==> run_1/clk_routes.png <==
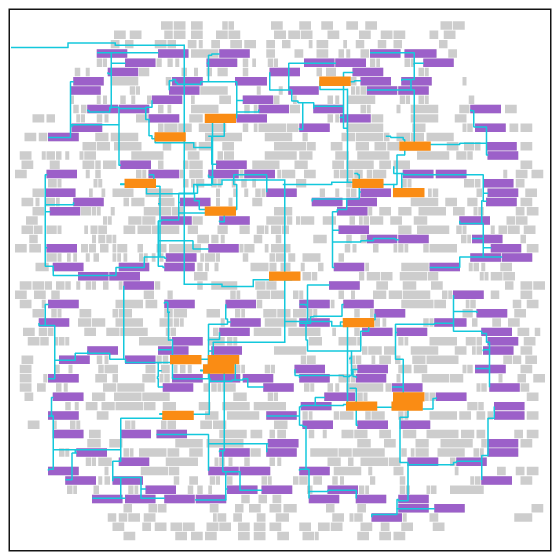
==> run_1/flops_by_reg.png <==
The bar under the picture is 50 µm long.
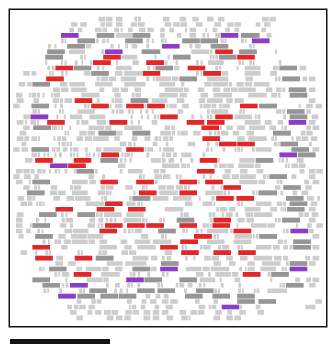
==> run_1/placement_by_type.png <==
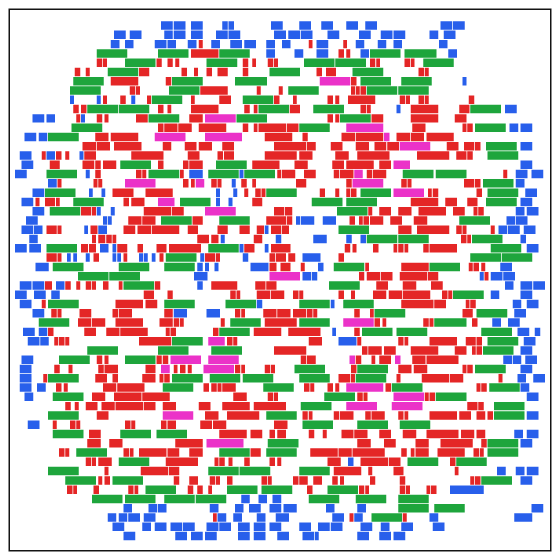
==> run_1/sizes.png <==
The bar under the picture is 50 µm long.
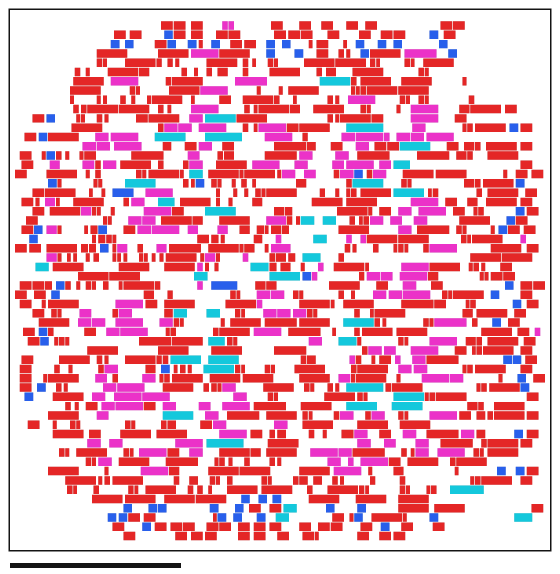
File: src/rtl/reg_file_2r1w.sv
// Two-read / one-write register file with byte strobes, write-through forwarding
// on both read ports, and continuous taps of lines 0-3 for the ALU and UART.
module reg_file_2r1w #(
  parameter int              WIDTH    = 16,
  parameter int              LINES    = 8,
  parameter logic [31:0]     CFG2_RST = 32'h0081,
  parameter logic [31:0]     CFG3_RST = 32'h0020,
  localparam int             AW       = $clog2(LINES),
  localparam int             SW       = WIDTH / 8
) (
  input  logic             clk,
  input  logic             rst,
  input  logic             wr_en,
  input  logic [AW-1:0]    wr_addr,
  input  logic [WIDTH-1:0] wr_data,
  input  logic [SW-1:0]    wr_strb,
  input  logic             rd_en_a,
  input  logic [AW-1:0]    rd_addr_a,
  output logic [WIDTH-1:0] rd_data_a,
  output logic             rd_valid_a,
  input  logic             rd_en_b,
  input  logic [AW-1:0]    rd_addr_b,
  output logic [WIDTH-1:0] rd_data_b,
  output logic             rd_valid_b,
  output logic [WIDTH-1:0] reg0,
  output logic [WIDTH-1:0] reg1,
  output logic [WIDTH-1:0] reg2,
  output logic [WIDTH-1:0] reg3
);

  if ((WIDTH % 8) != 0 || WIDTH < 8) begin : g_bad_width
    $error("reg_file_2r1w: WIDTH must be a multiple of 8, minimum 8");
  end
  if (LINES < 4 || (LINES & (LINES - 1)) != 0) begin : g_bad_lines
    $error("reg_file_2r1w: LINES must be a power of 2, minimum 4");
  end

  localparam logic [WIDTH-1:0] LINE2_RST = WIDTH'(CFG2_RST);
  localparam logic [WIDTH-1:0] LINE3_RST = WIDTH'(CFG3_RST);

  logic [WIDTH-1:0] mem [LINES];
  logic [WIDTH-1:0] wr_merged;
  logic [WIDTH-1:0] fwd_a, fwd_b;

  // The merged line is both the value stored and the value forwarded, so a
  // same-edge read can never see pre-write data.
  always_comb begin
    // NOTE: default assignment first so no path through the loop leaves
    // wr_merged unassigned and infers a latch.
    wr_merged = mem[wr_addr];
    for (int k = 0; k < SW; k++) begin
      if (wr_strb[k]) wr_merged[8*k +: 8] = wr_data[8*k +: 8];
    end
  end

  assign fwd_a = (wr_en && (wr_addr == rd_addr_a)) ? wr_merged : mem[rd_addr_a];
  assign fwd_b = (wr_en && (wr_addr == rd_addr_b)) ? wr_merged : mem[rd_addr_b];

  // NOTE: the storage is reset because lines 2 and 3 carry live configuration
  // values; this keeps it in flops rather than a RAM macro.
  always_ff @(posedge clk or negedge rst) begin
    if (!rst) begin
      for (int i = 0; i < LINES; i++) begin
        // NOTE: non-blocking for all sequential state so readers in other
        // always_ff blocks see the pre-edge value.
        mem[i] <= (i == 2) ? LINE2_RST : (i == 3) ? LINE3_RST : '0;
      end
    end else if (wr_en) begin
      mem[wr_addr] <= wr_merged;
    end
  end

  always_ff @(posedge clk or negedge rst) begin
    if (!rst) begin
      rd_data_a  <= '0;
      rd_valid_a <= 1'b0;
      rd_data_b  <= '0;
      rd_valid_b <= 1'b0;
    end else begin
      rd_valid_a <= rd_en_a;
      rd_valid_b <= rd_en_b;
      if (rd_en_a) rd_data_a <= fwd_a;
      if (rd_en_b) rd_data_b <= fwd_b;
    end
  end

  // Taps come straight from storage: no forwarding, one edge behind a write.
  assign reg0 = mem[0];
  assign reg1 = mem[1];
  assign reg2 = mem[2];
  assign reg3 = mem[3];

endmodule

File: config.mk
export PLATFORM = sky130hd
export DESIGN_NAME = reg_file_2r1w
export DESIGN_NICKNAME = d
export VERILOG_FILES = /design/src/rtl/reg_file_2r1w.sv
export SDC_FILE = /design/constraint.sdc
export NUM_CORES = 1
export LEC_CHECK = 0
export CAP_MARGIN = 25
export CORE_UTILIZATION = 40
export DETAILED_ROUTE_END_ITERATION = 8
export GPL_ROUTABILITY_DRIVEN = 0
export GPL_TIMING_DRIVEN = 0
export PLACE_DENSITY_LB_ADDON = 0.08
export SYNTH_ARGS = -nofsm -noshare
export SYNTH_HDL_FRONTEND = slang
export SYNTH_SLANG_ARGS = --single-unit
File: constraint.sdc
create_clock -name clk -period 2.7 [get_ports clk]
set_input_delay 0.27 -clock clk [delete_from_list [all_inputs] [get_ports clk]]
set_output_delay 0.27 -clock clk [all_outputs]
set_load 0.1 [all_outputs]
==> results.txt, run 1 <==
ClkCell Share = 5.18%
pin count of the biggest net entering global routing = 91
clk root buf = clkbuf_16
R2R Path End = reg3[11]
Non-CTS buffers = 258
Slew @ Worst Pin = 1.11 ns
clock buffers = 20
WL final = 37.2 mm
final setup margin = 0.133 ns
FF-to-FF setup slack = 0.95 ns
post-CTS sizing = 0
P&R area growth vs syn = 23.5%
Registers, synthesis = 162
Gate Area = 4780 µm²
Worst VDD drop = 0.000504 V
area fraction in mux cells = 26.3%
IO Pins = 130
crit-path cells = clkdlybuf4s50_1 -> clkbuf_1 -> and3_1 -> and3_1 -> buf_1 -> a21oi_1
Startpoint Class = input pin
Final nets = 1046
DP Worst Slack = -0.176 ns
Floorplan Nets = 903
outcome = completed
adder and majority cell fraction of the synthesized area = 0%
FP Rows = 56
pwr dens = 965 nW/µm²
ys cells = 871
GRT busiest layer = met2
Finished Cell Area = 12100 µm²
Internal Power = 6390 µW
hpwl dp = 24.6 mm
FILL cells = 2264
total grt overflow = 0
Post-Layout Cell Count = 1345
Post-CTS Setup Inserts = 0
flop share of the area = 33.6%
final hold vios = 0
-- clk_routes.png (at the start) --
[clock wires] cyan | length: 2240 µm
[clock drivers] orange | count: 17
[flip-flops] purple | count: 162
flops lie: widely spread
routed clock nets: 18

-- flops_by_reg.png (at the start) --
[`reg0`] purple | placed flops: 16 | where: widely spread
[`mem`] red | placed flops: 64
not colored: 82

-- placement_by_type.png (at the start) --
[combinational and other logic] red | cells: 575
[sequential cells] green | cells: 162
[remaining buffers and delay cells] blue | cells: 258
[clock drivers and dummy loads] magenta | cells: 30

-- sizes.png (at the start) --
[_2 cells] magenta | cells: 165 | share: 16%
[_3 and _4 cells] blue | cells: 72 | share: 7.0%
[_0 and _1 cells] red | cells: 749 | share: 73%
[_6 and larger] cyan | cells: 39 | share: 3.8%

==> run_1/clocks.png <==
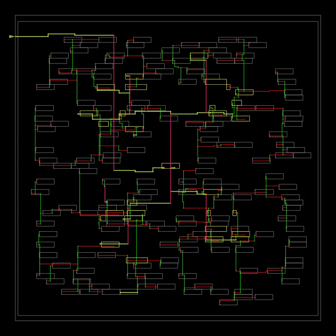

## Run 2: what changed since run 1
Settings changed: CORE_UTILIZATION 40 to 36, CTS_CLUSTER_SIZE set to 16, RECOVER_POWER set to 25.
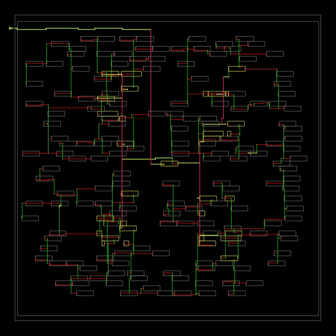
(run_2/clocks.png)
Clock group: 2660 µW
clock sink total: 162

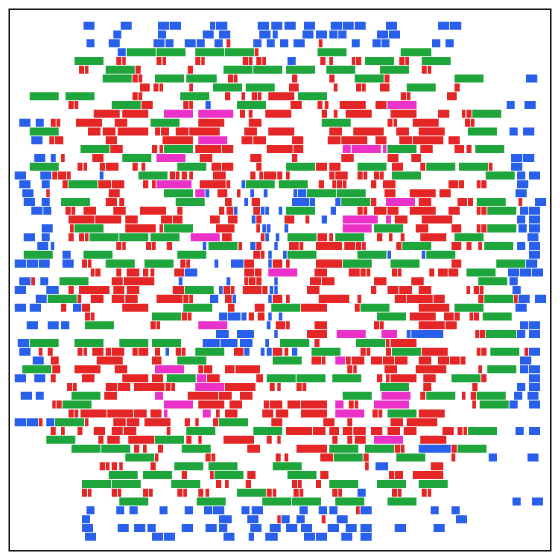
(run_2/placement_by_type.png)
[sequential cells] green | cells: 162
[clock drivers and dummy loads] magenta | cells: 32
[combinational and other logic] red | cells: 575
[remaining buffers and delay cells] blue | cells: 259

==> run 2 against run 1 <==
  * Synthesized area unchanged
  * Largest cell class unchanged
  * Largest power group unchanged
  * Via count down 2.1%
  * Worst setup slack better by 0.059 ns
  * Utilization down 5.0 points
  * Combinational power about the same
  * Synthesized cell count unchanged
  * Critical endpoint is now reg2[7]
  * Wire length up 2.1%
==> results.txt, run 2 <==
outcome = completed (unchanged)
GR Util met3 = 4.59% (was 6.68%)
WL final = 38.0 mm (was 37.2 mm)
Startpoint Class = register (was input pin)
final hold vios = 0 (unchanged)
clk root buf = clkbuf_16 (unchanged)
adder and majority cell fraction of the synthesized area = 0% (unchanged)
Top FF cell, synth = dfrtp_1 (unchanged)
die area = 27800 µm² (was 25000 µm²)
Finished Cell Area = 12100 µm² (about the same)
clock transition at the registers of the reported paths = 0.06 ns (about the same)
GRT busiest layer = met2 (unchanged)
P&R area growth vs syn = 24.0% (was 23.5%)
Gate Area = 4780 µm² (unchanged)
Registers, synthesis = 162 (unchanged)
Post-CTS Setup Inserts = 0 (unchanged)
R2R Path End = mem[27] (was reg3[11])
flop share of the area = 33.5% (was 33.6%)
Non-CTS buffers = 259 (was 258)
Worst VDD drop = 0.000483 V (was 0.000504 V)
Final nets = 1047 (was 1046)
violation tally from detailed-route iteration zero = 824 (was 861)
Post-Layout Cell Count = 1363 (was 1345)
total grt overflow = 0 (unchanged)
hold_sp = wr_addr[0] (was rd_en_a)
pwr dens = 964 nW/µm² (was 965 nW/µm²)
crit-path cells = buf_4 -> clkdlybuf4s50_1 (was clkdlybuf4s50_1 -> clkbuf_1 -> and3_1 -> and3_1 -> buf_1 -> a21oi_1)
fin crit share = 92.9% (was 95.1%)
hpwl dp = 24.9 mm (was 24.6 mm)
FP Rows = 59 (was 56)
Slew @ Worst Pin = 1.40 ns (was 1.11 ns)
Floorplan Nets = 903 (unchanged)
clock buffers = 20 (unchanged)
clock share of power = 22.8% (was 22.6%)
post-CTS sizing = 0 (unchanged)
Internal Power = 6360 µW (was 6390 µW)
FFs w/ async S/R, synth = 100% (unchanged)
IO Pins = 130 (unchanged)
pin count of the biggest net entering global routing = 95 (was 91)
final setup margin = 0.192 ns (was 0.133 ns)
FF-to-FF setup slack = 0.99 ns (was 0.95 ns)
ys cells = 871 (unchanged)
area fraction in mux cells = 26.3% (unchanged)
Initial Utilization = 37.1% (was 41.2%)
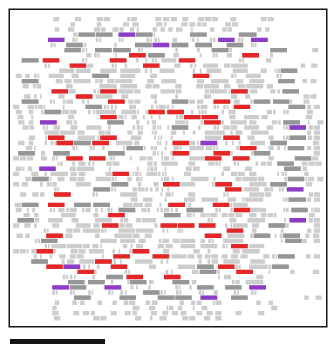
(run_2/flops_by_reg.png)
The bar under the picture is 50 µm long.
[`mem`] red | placed flops: 64
[`reg0`] purple | placed flops: 16 | where: widely spread
not colored: 82

Power figures rest on the tool's default switching activity, not on a simulated workload.
